`src/rtl/regbank_pkg.sv`:
```
// rtl/regbank_pkg.sv - shared types and constants for the register bank arbiter
//
// Contents:
//   state_e      : arbiter sequencer states (IDLE, ACC0, ACC1, RESP)
//   DW_DEF/AW_DEF: default data and address widths
//   PORT0/PORT1  : port-index constants, also the encoding of owner
package regbank_pkg;

  localparam int DW_DEF = 8;
  localparam int AW_DEF = 2;

  localparam logic PORT0 = 1'b0;
  localparam logic PORT1 = 1'b1;

  typedef enum logic [1:0] {
    IDLE = 2'd0,
    ACC0 = 2'd1,
    ACC1 = 2'd2,
    RESP = 2'd3
  } state_e;

endpackage

```
`src/rtl/regbank_store.sv`:
```
// rtl/regbank_store.sv - DW x 2**AW register storage, synchronous write, cleared on reset
//
// Ports:
//   clk_i    : system clock
//   rstn_i   : synchronous active-low reset, clears every entry
//   we_i     : write enable
//   waddr_i  : write address
//   wdata_i  : write data
//   raddr_i  : read address
//   rdata_o  : read data (combinational view of the addressed entry)
module regbank_store
  import regbank_pkg::*;
#(
  parameter int DW = DW_DEF,
  parameter int AW = AW_DEF
) (
  input  logic          clk_i,
  input  logic          rstn_i,
  input  logic          we_i,
  input  logic [AW-1:0] waddr_i,
  input  logic [DW-1:0] wdata_i,
  input  logic [AW-1:0] raddr_i,
  output logic [DW-1:0] rdata_o
);

  localparam int DEPTH = 2 ** AW;

  logic [DW-1:0] mem_q [DEPTH];

  always_ff @(posedge clk_i) begin
    if (!rstn_i) begin
      for (int i = 0; i < DEPTH; i++) begin
        mem_q[i] <= '0;
      end
    end else if (we_i) begin
      mem_q[waddr_i] <= wdata_i;
    end
  end

  // The arbiter registers this value into its per-port read data register.
  assign rdata_o = mem_q[raddr_i];

endmodule

```
`src/rtl/regbank_arbiter.sv`:
```
// rtl/regbank_arbiter.sv - two-port arbiter and sequencer owning the SPP register bank
//
// Build option: REGBANK_ARB_RR_EN selects round-robin tie breaking;
// undefined selects fixed priority with port 0 winning every tie.
//
// Ports (x = 0, 1):
//   clk      : system clock
//   rst      : synchronous active-low reset
//   reqx     : access request (level, held until gntx is seen)
//   wex      : 1 = write, 0 = read
//   addrx    : entry address
//   wdatax   : write data
//   gntx     : access slot for port x active this cycle
//   rvalidx  : one-cycle pulse, rdatax carries new read data
//   rdatax   : read data, held until the next read by port x
//   busy     : access or response cycle in progress
//   owner    : port of the most recent grant
module regbank_arbiter
  import regbank_pkg::*;
#(
  parameter int DW = DW_DEF,
  parameter int AW = AW_DEF
) (
  input  logic          clk,
  input  logic          rst,
  input  logic          req0,
  input  logic          we0,
  input  logic [AW-1:0] addr0,
  input  logic [DW-1:0] wdata0,
  output logic          gnt0,
  output logic          rvalid0,
  output logic [DW-1:0] rdata0,
  input  logic          req1,
  input  logic          we1,
  input  logic [AW-1:0] addr1,
  input  logic [DW-1:0] wdata1,
  output logic          gnt1,
  output logic          rvalid1,
  output logic [DW-1:0] rdata1,
  output logic          busy,
  output logic          owner
);

  state_e        state_q;
  logic          gnt0_q, gnt1_q;
  logic          rvalid0_q, rvalid1_q;
  logic [DW-1:0] rdata0_q, rdata1_q;
  logic          busy_q;
  logic          owner_q;

  logic          tie_win;
  logic          win_d;
  logic          any_req;

  logic          st_we;
  logic [AW-1:0] st_addr;
  logic [DW-1:0] st_wdata;
  logic [DW-1:0] st_rdata;

`ifdef REGBANK_ARB_RR_EN
  // On a tie, the port that did not get the last grant goes next.
  assign tie_win = ~owner_q;
`else
  assign tie_win = PORT0;
`endif

  assign any_req = req0 | req1;

  always_comb begin
    win_d = PORT0;
    if (req0 && req1) begin
      win_d = tie_win;
    end else if (req1) begin
      win_d = PORT1;
    end
  end

  // The storage port follows whichever requester owns the current ACC cycle.
  assign st_we    = ((state_q == ACC0) && we0) || ((state_q == ACC1) && we1);
  assign st_addr  = (state_q == ACC1) ? addr1  : addr0;
  assign st_wdata = (state_q == ACC1) ? wdata1 : wdata0;

  regbank_store #(
    .DW (DW),
    .AW (AW)
  ) u_store (
    .clk_i   (clk),
    .rstn_i  (rst),
    .we_i    (st_we),
    .waddr_i (st_addr),
    .wdata_i (st_wdata),
    .raddr_i (st_addr),
    .rdata_o (st_rdata)
  );

  // Every output is a register updated together with the state, so no
  // combinational path exists from any request input to a grant.
  always_ff @(posedge clk) begin
    if (!rst) begin
      state_q   <= IDLE;
      gnt0_q    <= 1'b0;
      gnt1_q    <= 1'b0;
      rvalid0_q <= 1'b0;
      rvalid1_q <= 1'b0;
      rdata0_q  <= '0;
      rdata1_q  <= '0;
      busy_q    <= 1'b0;
      owner_q   <= PORT1;
    end else begin
      gnt0_q    <= 1'b0;
      gnt1_q    <= 1'b0;
      rvalid0_q <= 1'b0;
      rvalid1_q <= 1'b0;
      case (state_q)
        IDLE, RESP: begin
          if (any_req) begin
            state_q <= (win_d == PORT1) ? ACC1 : ACC0;
            gnt0_q  <= (win_d == PORT0);
            gnt1_q  <= (win_d == PORT1);
            owner_q <= win_d;
            busy_q  <= 1'b1;
          end else begin
            state_q <= IDLE;
            busy_q  <= 1'b0;
          end
        end
        ACC0: begin
          if (!we0) begin
            rdata0_q  <= st_rdata;
            rvalid0_q <= 1'b1;
          end
          state_q <= RESP;
          busy_q  <= 1'b1;
        end
        ACC1: begin
          if (!we1) begin
            rdata1_q  <= st_rdata;
            rvalid1_q <= 1'b1;
          end
          state_q <= RESP;
          busy_q  <= 1'b1;
        end
        default: begin
          state_q <= IDLE;
          busy_q  <= 1'b0;
        end
      endcase
    end
  end

  assign gnt0    = gnt0_q;
  assign gnt1    = gnt1_q;
  assign rvalid0 = rvalid0_q;
  assign rvalid1 = rvalid1_q;
  assign rdata0  = rdata0_q;
  assign rdata1  = rdata1_q;
  assign busy    = busy_q;
  assign owner   = owner_q;

endmodule

```
`config.mk`:
```
export PLATFORM = sky130hd
export DESIGN_NAME = regbank_arbiter
export DESIGN_NICKNAME = d
export VERILOG_FILES = /design/src/rtl/regbank_pkg.sv /design/src/rtl/regbank_store.sv /design/src/rtl/regbank_arbiter.sv
export SDC_FILE = /design/constraint.sdc
export NUM_CORES = 1
export LEC_CHECK = 0
export CAP_MARGIN = 0
export CORE_MARGIN = 5
export CORE_UTILIZATION = 50
export CTS_BUF_LIST = sky130_fd_sc_hd__clkbuf_16
export CTS_CLUSTER_SIZE = 14
export DETAILED_ROUTE_END_ITERATION = 16
export HOLD_SLACK_MARGIN = 0.12
export PLACE_DENSITY = 0.85
export SLEW_MARGIN = 20
export SYNTH_ARGS = -nofsm -noshare
export SYNTH_HDL_FRONTEND = slang
export SYNTH_SLANG_ARGS = --single-unit
```
`constraint.sdc`:
```
create_clock -name clk -period 2.5 [get_ports clk]
set_clock_uncertainty 0.15 [all_clocks]
set_input_delay 0.25 -clock clk [delete_from_list [all_inputs] [get_ports clk]]
set_output_delay 0.25 -clock clk [all_outputs]
set_load 0.02 [all_outputs]
```
Gate-type map:
Drawn at 6 px/um.
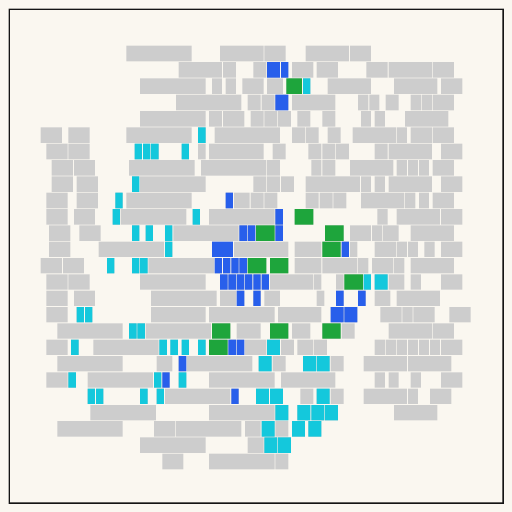
[non-inverting ao/oa cells] green | cells: 12 | most used: a22o_1 | where: centre
[nand cells] blue | cells: 31 | most used: nand2_1 | where: centre
[nor cells] cyan | cells: 51 | most used: nor2_1
Comb area share: 31.6%
Top cell excl fill/tap: clkdlybuf4s50_1
fin cells: 376

A small window of the routed layout:
Window x 26 to 56, y 10 to 40 um. Cells in grey, sequential cells in the stronger grey; small squares are vias.
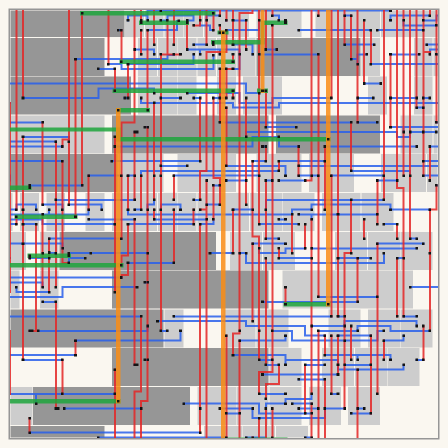
[M3] green
[M4] orange
[M1] blue
[M2] red
sequential cells in the window: 12
cells with their middle in the window: 75
netlist names of flops here include: `u_store.mem_q` (10), `state_q` (2)
most frequent: nand2_1 (17), nor2b_1 (14), edfxtp_1 (10)

Wire density map:
Drawn at 4 px/um. The die is cut into 16 by 16 equal tiles; white is low, dark blue is high, scaled to the fullest tile. Values are wire area over tile area, all layers added.
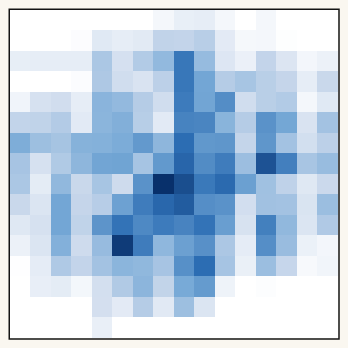
tiles over half the peak: 21%
densest ninth of the die: centre
nearly empty tiles: 21%
mean over tiles: 0.15
fullest tile: 0.51

The metal 4 layer:
Drawn at 6 px/um. Supply wires on this layer in grey.
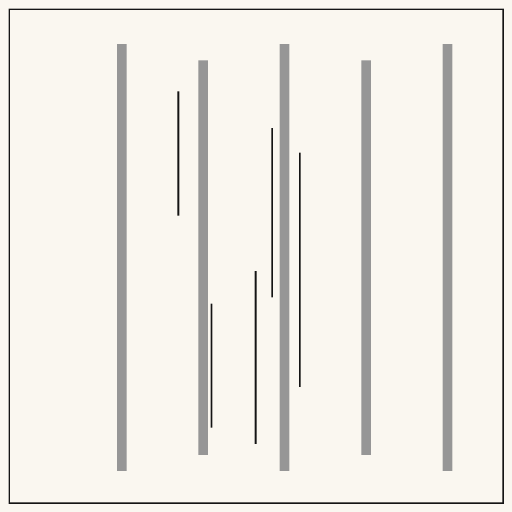
share of all routed wire: 2.3%
nets with wire on the layer: 5
longest straight run: 38.8 um
DR vias: 2,013
total routed wirelength: 6060 um

flip-flops by register name, indices dropped and copies added (netlist names):
register	cells
u_store.mem_q	32
state_q	2
rvalid1	1
busy	1
owner	1
rdata1	8
rdata0	8
gnt1	1
gnt0	1
rvalid0	1
cells in the mapped netlist, types with 2 or more instances:
master    instances
edfxtp_1         32
nand2_1          26
mux2i_1           9
ha_1              2
dfxtp_1          24
nand2b_1          4
clkbuf_1          4
buf_2             4
a22o_1            9
inv_1             3
o22ai_1          16
a211o_1           2
o21ai_0          17
and2_1           20
a21oi_1          18
buf_6             6
nor2b_1          17
nor2_1           34
per-stage QoR:
stage	instance area (um2)	setup WS, ns
6_report	3270	0.180
5_1_grt	3270	0.00648
4_1_cts	3270	0.179
3_5_place_dp	3120	0.191
3_3_place_gp	3120	0.288
2_1_floorplan	2600	0.371
==> results.json <==
{
  "p_clk_share_pct": 30.9,
  "slew_headroom_pct": 62.8,
  "endpoint": "u_store.mem_q[0][0]",
  "power_switching_mw": 0.572,
  "synthesis.nets": 284,
  "insertedDiodeCount": 0,
  "status": "finished, final reports clean",
  "comb-power_mw": 0.435,
  "cp.depth": 5,
  "cts_root_buffer": "clkbuf_16",
  "setup_viol": 0,
  "crit_path_cell_trace": "inv_1 > ha_1 > or2_1 > a211o_1 > nand2_1",
  "power_mw": 2.18,
  "hold_viol_final": 0,
  "ioPinCount": 48,
  "grt_busiest_layer": "met2",
  "ys.flop_type": "edfxtp_1",
  "fillers": 408,
  "met2_length_um": 3000,
  "ctsLongestPathBuffers": 2,
  "holdWs_ns": 0.383,
  "crit_type": "register to register",
  "synthDominantCellAreaShare_pct": 37.0,
  "mux_area_share_pct": 3.90,
  "ant_nets": 0,
  "grt_max_degree": 30,
  "cts_resized": 0,
  "p_comb_share_pct": 20.0,
  "cp-startpoint": "state_q[0]",
  "yosysCellCount": 256,
  "ys_warn_count": 0,
  "wl_met3_um": 388,
  "place_congestion": 0.961,
  "die_h_um": 82.1,
  "rsz0062_at_grt": "no",
  "yosys.stat.seqShare_pct": 55.5,
  "comb_area_um2": 1030,
  "ff_latch_area_um2": 1440,
  "rows": 26,
  "grt_use_met2_pct": 34.0,
  "synth_flops": 56,
  "ys_sh_simple_pct": 19.4,
  "fp-utilization_pct": 51.2,
  "taps": 70,
  "grtUsageMet1_pct": 23.2,
  "tns_ns": 0,
  "worst-path-max-fanout": 10,
  "non_clock_buffer_count": 57,
  "grt_overflow": 0,
  "ys_area_um2": 2600,
  "pg_seq_mw": 1.07,
  "required_ns": 2.31,
  "hpwl_um": 4670,
  "seqPwrFrac_pct": 49.1,
  "top_layer": "met4",
  "placed_cells": 368,
  "r2r_start": "state_q[0]",
  "buf_share_pct": 16.7,
  "drv_slew": 0,
  "tightest_slew_ns": 0.542,
  "whs_path_depth": 2,
  "top_area_cell": "edfxtp_1",
  "drt-pass1-iter-count": 5,
  "synth-adder-area-share_pct": 0.964,
  "regToRegSetupSlack_ns": 0.18,
  "hp-class": "register to register",
  "p_leak_nw": 1.23,
  "met1Wirelength_um": 2540,
  "layout_top_cells": "47 x clkdlybuf4s50_1, 34 x nor2_1, 32 x edfxtp_1, 26 x nand2_1, 24 x dfxtp_1",
  "clkCellAreaFrac_pct": 4.37,
  "max_stage_delay_ns": 0.44,
  "p_clk_mw": 0.673,
  "internal-power_mw": 1.61,
  "antenna_found_initial": 0,
  "synth_cell_types": 27,
  "syn_avg_cell_area_um2": 10.1,
  "first_iter_violations": 125,
  "cts_tree": "done",
  "wl_per_cell_um": 16.1,
  "power_switching_share_pct": 26.3
}
